Supply network:
Bar = 50 um. Pins as bars on the die edge.
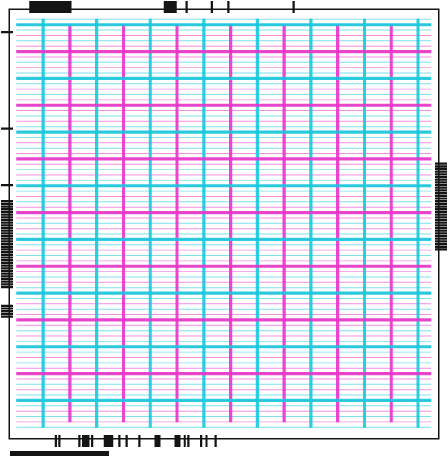
Placed cells, one color a class:
Bar = 50 um.
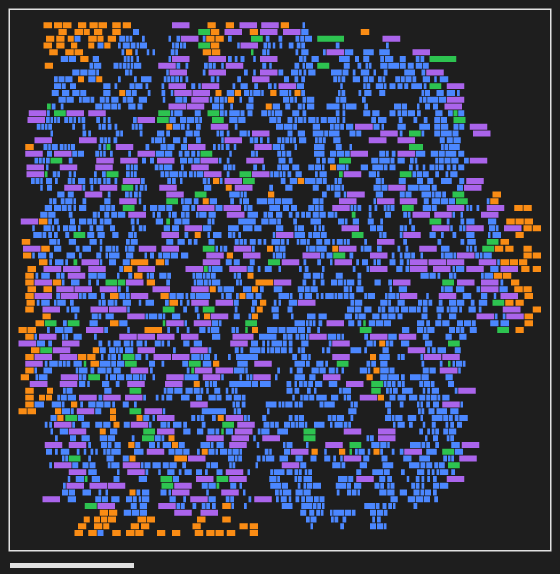
--- config.mk ---
export PLATFORM = sky130hd
export DESIGN_NAME = mult_div_unit
export DESIGN_NICKNAME = d
export VERILOG_FILES = /design/src/rtl/mult_div_unit.sv
export SDC_FILE = /design/constraint.sdc
export NUM_CORES = 1
export LEC_CHECK = 0
export ABC_CLOCK_PERIOD_IN_PS = 4600
export CAP_MARGIN = 25
export CORE_MARGIN = 3
export CORE_UTILIZATION = 40
export CTS_BUF_LIST = sky130_fd_sc_hd__clkbuf_8
export DETAILED_ROUTE_END_ITERATION = 10
export SYNTH_ARGS = -nofsm -noshare
export SYNTH_HDL_FRONTEND = slang
export SYNTH_SLANG_ARGS = --single-unit
--- constraint.sdc ---
create_clock -name clock -period 4.6 [get_ports clock]
set_clock_uncertainty 0.15 [all_clocks]
set_input_delay 1.38 -clock clock [delete_from_list [all_inputs] [get_ports clock]]
set_output_delay 1.38 -clock clock [all_outputs]
set_load 0.005 [all_outputs]
--- src/rtl/mult_div_unit.sv ---
// mult_div_unit
//   Iterative 32-bit signed multiply / divide unit for the CPU HI/LO path.
//   A multiply runs 32 radix-2 Booth steps and a divide runs 32
//   restoring-division steps on the operand magnitudes, one step per clock.
//   One sign-correction cycle follows, and then hi/lo are written and done
//   pulses for one cycle. A divide by zero skips the iterations: it flags
//   div_zero and pulses done on the next cycle, leaving hi/lo untouched.
//
// Ports
//   clock     rising-edge clock
//   reset     synchronous, active-low reset
//   start     request pulse; sampled only while idle
//   op        0 = signed multiply, 1 = signed divide
//   a         multiplicand / dividend
//   b         multiplier / divisor
//   hi        product[63:32] or remainder
//   lo        product[31:0] or quotient
//   busy      high while iterating or correcting signs
//   done      one-cycle completion pulse; hi/lo valid in that cycle
//   div_zero  set by a divide with b == 0, cleared by the next accepted start

module mult_div_unit (
  input  logic        clock,
  input  logic        reset,
  input  logic        start,
  input  logic        op,
  input  logic [31:0] a,
  input  logic [31:0] b,
  output logic [31:0] hi,
  output logic [31:0] lo,
  output logic        busy,
  output logic        done,
  output logic        div_zero
);

  typedef enum logic [1:0] {
    IDLE = 2'd0,
    RUN  = 2'd1,
    FIX  = 2'd2,
    DONE = 2'd3
  } state_t;

  state_t state, state_nxt;

  // Operation context captured at acceptance
  logic               op_r;
  logic signed [31:0] a_r;
  logic               b_neg;
  logic [4:0]         cnt;

  // Booth register: {acc[31:0], multiplier[31:0], q-1}
  logic [64:0] booth_r;
  logic [64:0] booth_nxt;

  // Restoring divider: partial remainder, quotient/dividend shift, |divisor|
  logic [31:0] rem_r;
  logic [31:0] quot_r;
  logic [31:0] dvs_r;
  logic [31:0] rem_nxt;
  logic [31:0] quot_nxt;

  logic        is_div_zero;
  logic [31:0] fix_hi;
  logic [31:0] fix_lo;

  // Two's-complement negate when n is set
  function automatic logic [31:0] neg_if(input logic [31:0] v, input logic n);
    return n ? (~v + 32'd1) : v;
  endfunction

  // Magnitude of a signed word as an unsigned value (0x80000000 maps to itself)
  function automatic logic [31:0] mag(input logic [31:0] v);
    return neg_if(v, v[31]);
  endfunction

  assign is_div_zero = op && (b == 32'd0);

  // ---------------------------------------------------------------------------
  // Booth step. The add/subtract is done at 33 bits so that the shifted-in
  // sign is the true sign of the partial sum; this keeps the most negative
  // multiplicand (0x80000000) correct.
  // ---------------------------------------------------------------------------
  logic signed [32:0] acc_ext;
  logic signed [32:0] mcand_ext;
  logic signed [32:0] booth_sum;

  always_comb begin
    acc_ext   = {booth_r[64], booth_r[64:33]};
    mcand_ext = {a_r[31], a_r};
    case (booth_r[1:0])
      2'b01:   booth_sum = acc_ext + mcand_ext;
      2'b10:   booth_sum = acc_ext - mcand_ext;
      default: booth_sum = acc_ext;
    endcase
    // Arithmetic right shift of the 66-bit {sum, multiplier, q-1} back to 65
    booth_nxt = {booth_sum, booth_r[32:1]};
  end

  // ---------------------------------------------------------------------------
  // Restoring division step on magnitudes
  // ---------------------------------------------------------------------------
  logic [32:0] rem_shift;
  logic        rem_ge;

  always_comb begin
    rem_shift = {rem_r, quot_r[31]};
    rem_ge    = (rem_shift >= {1'b0, dvs_r});
    rem_nxt   = rem_ge ? (rem_shift[31:0] - dvs_r) : rem_shift[31:0];
    quot_nxt  = {quot_r[30:0], rem_ge};
  end

  // ---------------------------------------------------------------------------
  // Sign correction: quotient negative when operand signs differ, remainder
  // takes the sign of the dividend. Multiply results pass straight through.
  // ---------------------------------------------------------------------------
  always_comb begin
    if (op_r) begin
      fix_hi = neg_if(rem_r, a_r[31]);
      fix_lo = neg_if(quot_r, a_r[31] ^ b_neg);
    end else begin
      fix_hi = booth_r[64:33];
      fix_lo = booth_r[32:1];
    end
  end

  // ---------------------------------------------------------------------------
  // Next-state and status outputs
  // ---------------------------------------------------------------------------
  always_comb begin
    state_nxt = state;
    busy      = 1'b0;
    done      = 1'b0;
    case (state)
      IDLE: begin
        if (start) begin
          state_nxt = is_div_zero ? DONE : RUN;
        end
      end
      RUN: begin
        busy = 1'b1;
        // cnt == 31 means this edge performs the 32nd iteration
        if (cnt == 5'd31) begin
          state_nxt = FIX;
        end
      end
      FIX: begin
        busy      = 1'b1;
        state_nxt = DONE;
      end
      DONE: begin
        done      = 1'b1;
        state_nxt = IDLE;
      end
      default: state_nxt = IDLE;
    endcase
  end

  // ---------------------------------------------------------------------------
  // State and datapath registers
  // ---------------------------------------------------------------------------
  always_ff @(posedge clock) begin
    if (!reset) begin
      state    <= IDLE;
      op_r     <= 1'b0;
      a_r      <= '0;
      b_neg    <= 1'b0;
      cnt      <= '0;
      booth_r  <= '0;
      rem_r    <= '0;
      quot_r   <= '0;
      dvs_r    <= '0;
      hi       <= '0;
      lo       <= '0;
      div_zero <= 1'b0;
    end else begin
      state <= state_nxt;
      case (state)
        IDLE: begin
          if (start) begin
            op_r     <= op;
            a_r      <= a;
            b_neg    <= b[31];
            cnt      <= '0;
            booth_r  <= {32'd0, b, 1'b0};
            rem_r    <= '0;
            quot_r   <= mag(a);
            dvs_r    <= mag(b);
            div_zero <= is_div_zero;
          end
        end
        RUN: begin
          cnt <= cnt + 5'd1;
          if (op_r) begin
            rem_r  <= rem_nxt;
            quot_r <= quot_nxt;
          end else begin
            booth_r <= booth_nxt;
          end
        end
        FIX: begin
          // The only edge that updates hi/lo is the one entering DONE
          hi <= fix_hi;
          lo <= fix_lo;
        end
        default: ;
      endcase
    end
  end

endmodule

==> results.py <==
# Metrics from the implementation run
metrics = {
    "cts": {
        "post-cts-setup-buffers": 0,
        "insertion_delay_at_the_late_pin_of_the_worst_skew_pair_ns": 0.64,
        "clockBufferDepth": 3,
        "tritoncts": "yes",
        "ctsRootBufferMaster": "sky130_fd_sc_hd__clkbuf_8",
        "post_cts_resized": 0,
        "cts_buffers": 51,
        "cts.sink_count": 267,
        "ctsHoldBuffers": 0,
        "path_clk_slew_ns": 0.06,
        "htree_num_levels": 2,
    },
    "placement": {
        "gpl.final_weighted_congestion": 0.8892,
        "portBuffers": 134,
        "dpl.hpwl_mm": 43.67,
        "pre_cts_slack_ns": -0.3216,
    },
    "die": {
        "top_level_ports": 135,
        "floorplan.die_area_sq_um": 47040,
        "floorplan.rows": 76,
        "fp_util_pct": 40.94,
        "vertical_die_size_um": 216.9,
        "die_w_um": 216.9,
    },
    "pwr": {
        "power.leakage_nw": 8.057,
        "pwr-share-clk_pct": 21.4,
        "p_sw_w": 0.005400,
        "combPwrFrac_pct": 50.8,
        "ir_worst_vdd_v": 0.0002742,
        "intPower_w": 0.006567,
        "power.density_cell_area_nw_per_um2": 567.8,
        "switching_fraction_of_total_power_pct": 45.12,
    },
    "detailed_routing": {
        "detail-route-antenna-nets": 0,
        "drt_pass1_iterations": 8,
        "via_count": 17330,
        "drt-vias-per-instance": 5.653,
        "finalWirelength_mm": 58.78,
        "drt_first_iter_violations": 1029,
        "wl_per_cell_um": 19.17,
    },
    "final_timing": {
        "final_max_slew_viol_count": 0,
        "hold_violations": 0,
        "slew_headroom_pct": 31.63,
        "setup-violations-final": 0,
        "final_critical_path_setup_slack_ns": 0.3172,
        "setup_tns_ns": 0,
        "fin_crit_ns": 4.283,
        "fmax_mhz": 233.5,
        "final_min_period_over_clock_period_pct": 93.11,
        "hold_ws_ns": 0.3116,
        "timing_worst_slew_pin_value_ns": 1.024,
        "unrepaired_setup_endpoints_after_global_routing": "false",
    },
    "synth": {
        "synth-warning-count": 0,
        "syn-mean-instance-area_sq_um": 7.632,
        "synthArstFlopShare_pct": 0,
        "synth_flops": 267,
        "ys_cells": 2331,
        "ys_area_sq_um": 17790,
        "postSynthCellCount": 2331,
        "ys_dominant_reg_cell": "sky130_fd_sc_hd__dfxtp_1",
        "count_of_library_flops_with_an_enable_pin": 0,
        "unique_cell_type_count_in_the_yosys_netlist": 70,
    },
    "worst_setup_path": {
        "critical-path-slowest-cell": "sky130_fd_sc_hd__or4_1",
        "crit_buf_inv": 1,
        "cp.arrival_ns": 4.63,
        "ff2ff_path_depth": 14,
        "worst-setup-path-type": "flop to flop",
        "worst_setup_path_end_kind": "flop",
        "cell_class_contributing_the_biggest_share_of_worst_path_delay": "AND-OR/OR-AND gates",
        "critical_path.startpoint_type": "flop",
        "critical_path.max_stage_delay_ns": 0.52,
        "timing.critical_path.cells": "nor4_1 > buf_4 > nand4_1 > nor2_2 > a21oi_1 > xnor2_1 > ha_2 > nand2_1 > or4_1 > o211a_1 > o31a_1 > o41a_1 > o2111ai_1 > o221ai_1",
        "timing.critical_path.fanout_max": 6,
    },
    "final_layout": {
        "fill_cells": 4328,
        "mi_logic_area_sq_um": 11630,
        "layout.cells.most_common_list": "285 x sky130_fd_sc_hd__nor2_1, 266 x sky130_fd_sc_hd__nand2_1, 266 x sky130_fd_sc_hd__dfxtp_1",
        "antenna_cells": 0,
        "regArea_sq_um": 5349,
        "fraction_of_layout_instances_using_a_drive_strength_above_1_pct": 7.699,
        "area_delta_synth_final_pct": 18.46,
        "mostFrequentLayoutCell": "sky130_fd_sc_hd__nor2_1",
        "nNetsFinal": 2588,
        "final_util_pct": 48.50,
        "instances_no_fill": 3066,
    },
    "grt": {
        "grt_start_max_net_pins": 144,
        "grt_antenna_before_repair": 1,
        "grt.overflow.total": 0,
        "grt.total_usage_pct": 24.06,
    },
    "worst_hold_path": {
        "min-delay-path-class": "flop to flop",
        "worst_hold_path_cell_count": 2,
    },
    "status": {
        "status": "complete, no violations",
    },
    "job": {
        "max-cap-violations": 0,
        "log.warning_count": 32,
    },
}
Back to the opening pictures, 'supply network':
[cyan] VSS
[magenta] VDD
met4 straps: 15
rows: 76
met1 rails: 77
met5 straps: 15
signal pins: 135

Back to the opening pictures, 'placed cells, one color a class':
[green] clock drivers and dummy loads | cells: 93
[purple] flops | cells: 267
[blue] all other logic | cells: 1914
[orange] other buffers and delay cells | cells: 207

final timing paths:
check / start / to / slack [ns]
worst min-delay path: dvs_r[0] / dvs_r[0] / 0.31
worst max-delay path: a_r[3] / booth_r[64] / 0.32
worst min register to register: dvs_r[0] / dvs_r[0] / 0.31
worst max register to register: a_r[3] / booth_r[64] / 0.32
power by group through the flow:
| stage | registers [W] | logic [W] | clock network [W] |
|---|---|---|---|
| after floorplan | 0.00316 | 0.00437 | 0 |
| after global placement | 0.00335 | 0.00591 | 0 |
| after detailed placement | 0.00337 | 0.00600 | 0 |
| after CTS | 0.00332 | 0.00603 | 0.00261 |
| after global routing | 0.00340 | 0.00671 | 0.00272 |
| final | 0.00333 | 0.00608 | 0.00256 |
registers in the layout, indices dropped and copies added, names as in the netlist, 5 cells and up:
register	count
cnt	5
rem_r	32
booth_r	65
hi	32
lo	32
quot_r	32
dvs_r	32
a_r	32
synthesized netlist by cell type (all sizes together) (26+ instances only):
cell | number | area (sq um)
nor2 | 287 | 1077
dfxtp | 267 | 5345
nand2 | 266 | 998.5
a21oi | 223 | 1116
clkbuf | 133 | 499.2
o21ai | 115 | 575.6
xor2 | 99 | 867.1
xnor2 | 90 | 788.3
mux2i | 89 | 890.9
inv | 82 | 307.8
a211oi | 80 | 600.6
ha | 77 | 963.4
nor3 | 54 | 270.3
o31ai | 36 | 270.3
nand3 | 33 | 165.2
o211ai | 33 | 247.7
a21o | 31 | 232.7
a22oi | 26 | 195.2
metal layers:
metal  track usage [%]  share of wire, %  wire, um
met2             40.36                47     27450
met3             4.510               5.7      3360
met4             5.153               1.9      1117
met5                 0             0.020        12
met1             32.38                46     26830
through the flow:
| step | cell area (sq um) | power, W |
|---|---|---|
| 3_5_place_dp | 19930 | 0.009369 |
| 2_1_floorplan | 17790 | 0.007527 |
| 6_report | 21080 | 0.01197 |
| 4_1_cts | 21040 | 0.01196 |
| 3_3_place_gp | 19930 | 0.009261 |
| 5_1_grt | 21080 | 0.01283 |
worst register-to-register path, stage by stage (launching register included):
cell,delay [ns]
sky130_fd_sc_hd__dfxtp_1,0.36
sky130_fd_sc_hd__nor4_1,0.29
sky130_fd_sc_hd__buf_4,0.18
sky130_fd_sc_hd__nand4_1,0.21
sky130_fd_sc_hd__nor2_2,0.16
sky130_fd_sc_hd__a21oi_1,0.09
sky130_fd_sc_hd__xnor2_1,0.16
sky130_fd_sc_hd__ha_2,0.39
sky130_fd_sc_hd__nand2_1,0.13
sky130_fd_sc_hd__or4_1,0.52
sky130_fd_sc_hd__o211a_1,0.29
sky130_fd_sc_hd__o31a_1,0.36
sky130_fd_sc_hd__o41a_1,0.50
sky130_fd_sc_hd__o2111ai_1,0.21
sky130_fd_sc_hd__o221ai_1,0.13
layout make-up:
cell class	instances	area share (%)
clock buffers	68	4.441
clock inverters	25	0.8608
inverters	83	1.502
multi-input cells	1831	55.17
flip-flops and latches	267	25.38
well taps	585	3.473
repair buffers	207	9.178
kinds of logic after synthesis:
logic type / synth area share (%)
fa+ha+maj: 5.640
compound gates: 25.26
xor+xnor: 9.304
buf+inv: 4.958
mux: 5.134
flops: 30.04
simple gates: 19.66
No activity file was given, so power comes from the tool's default toggle rates.
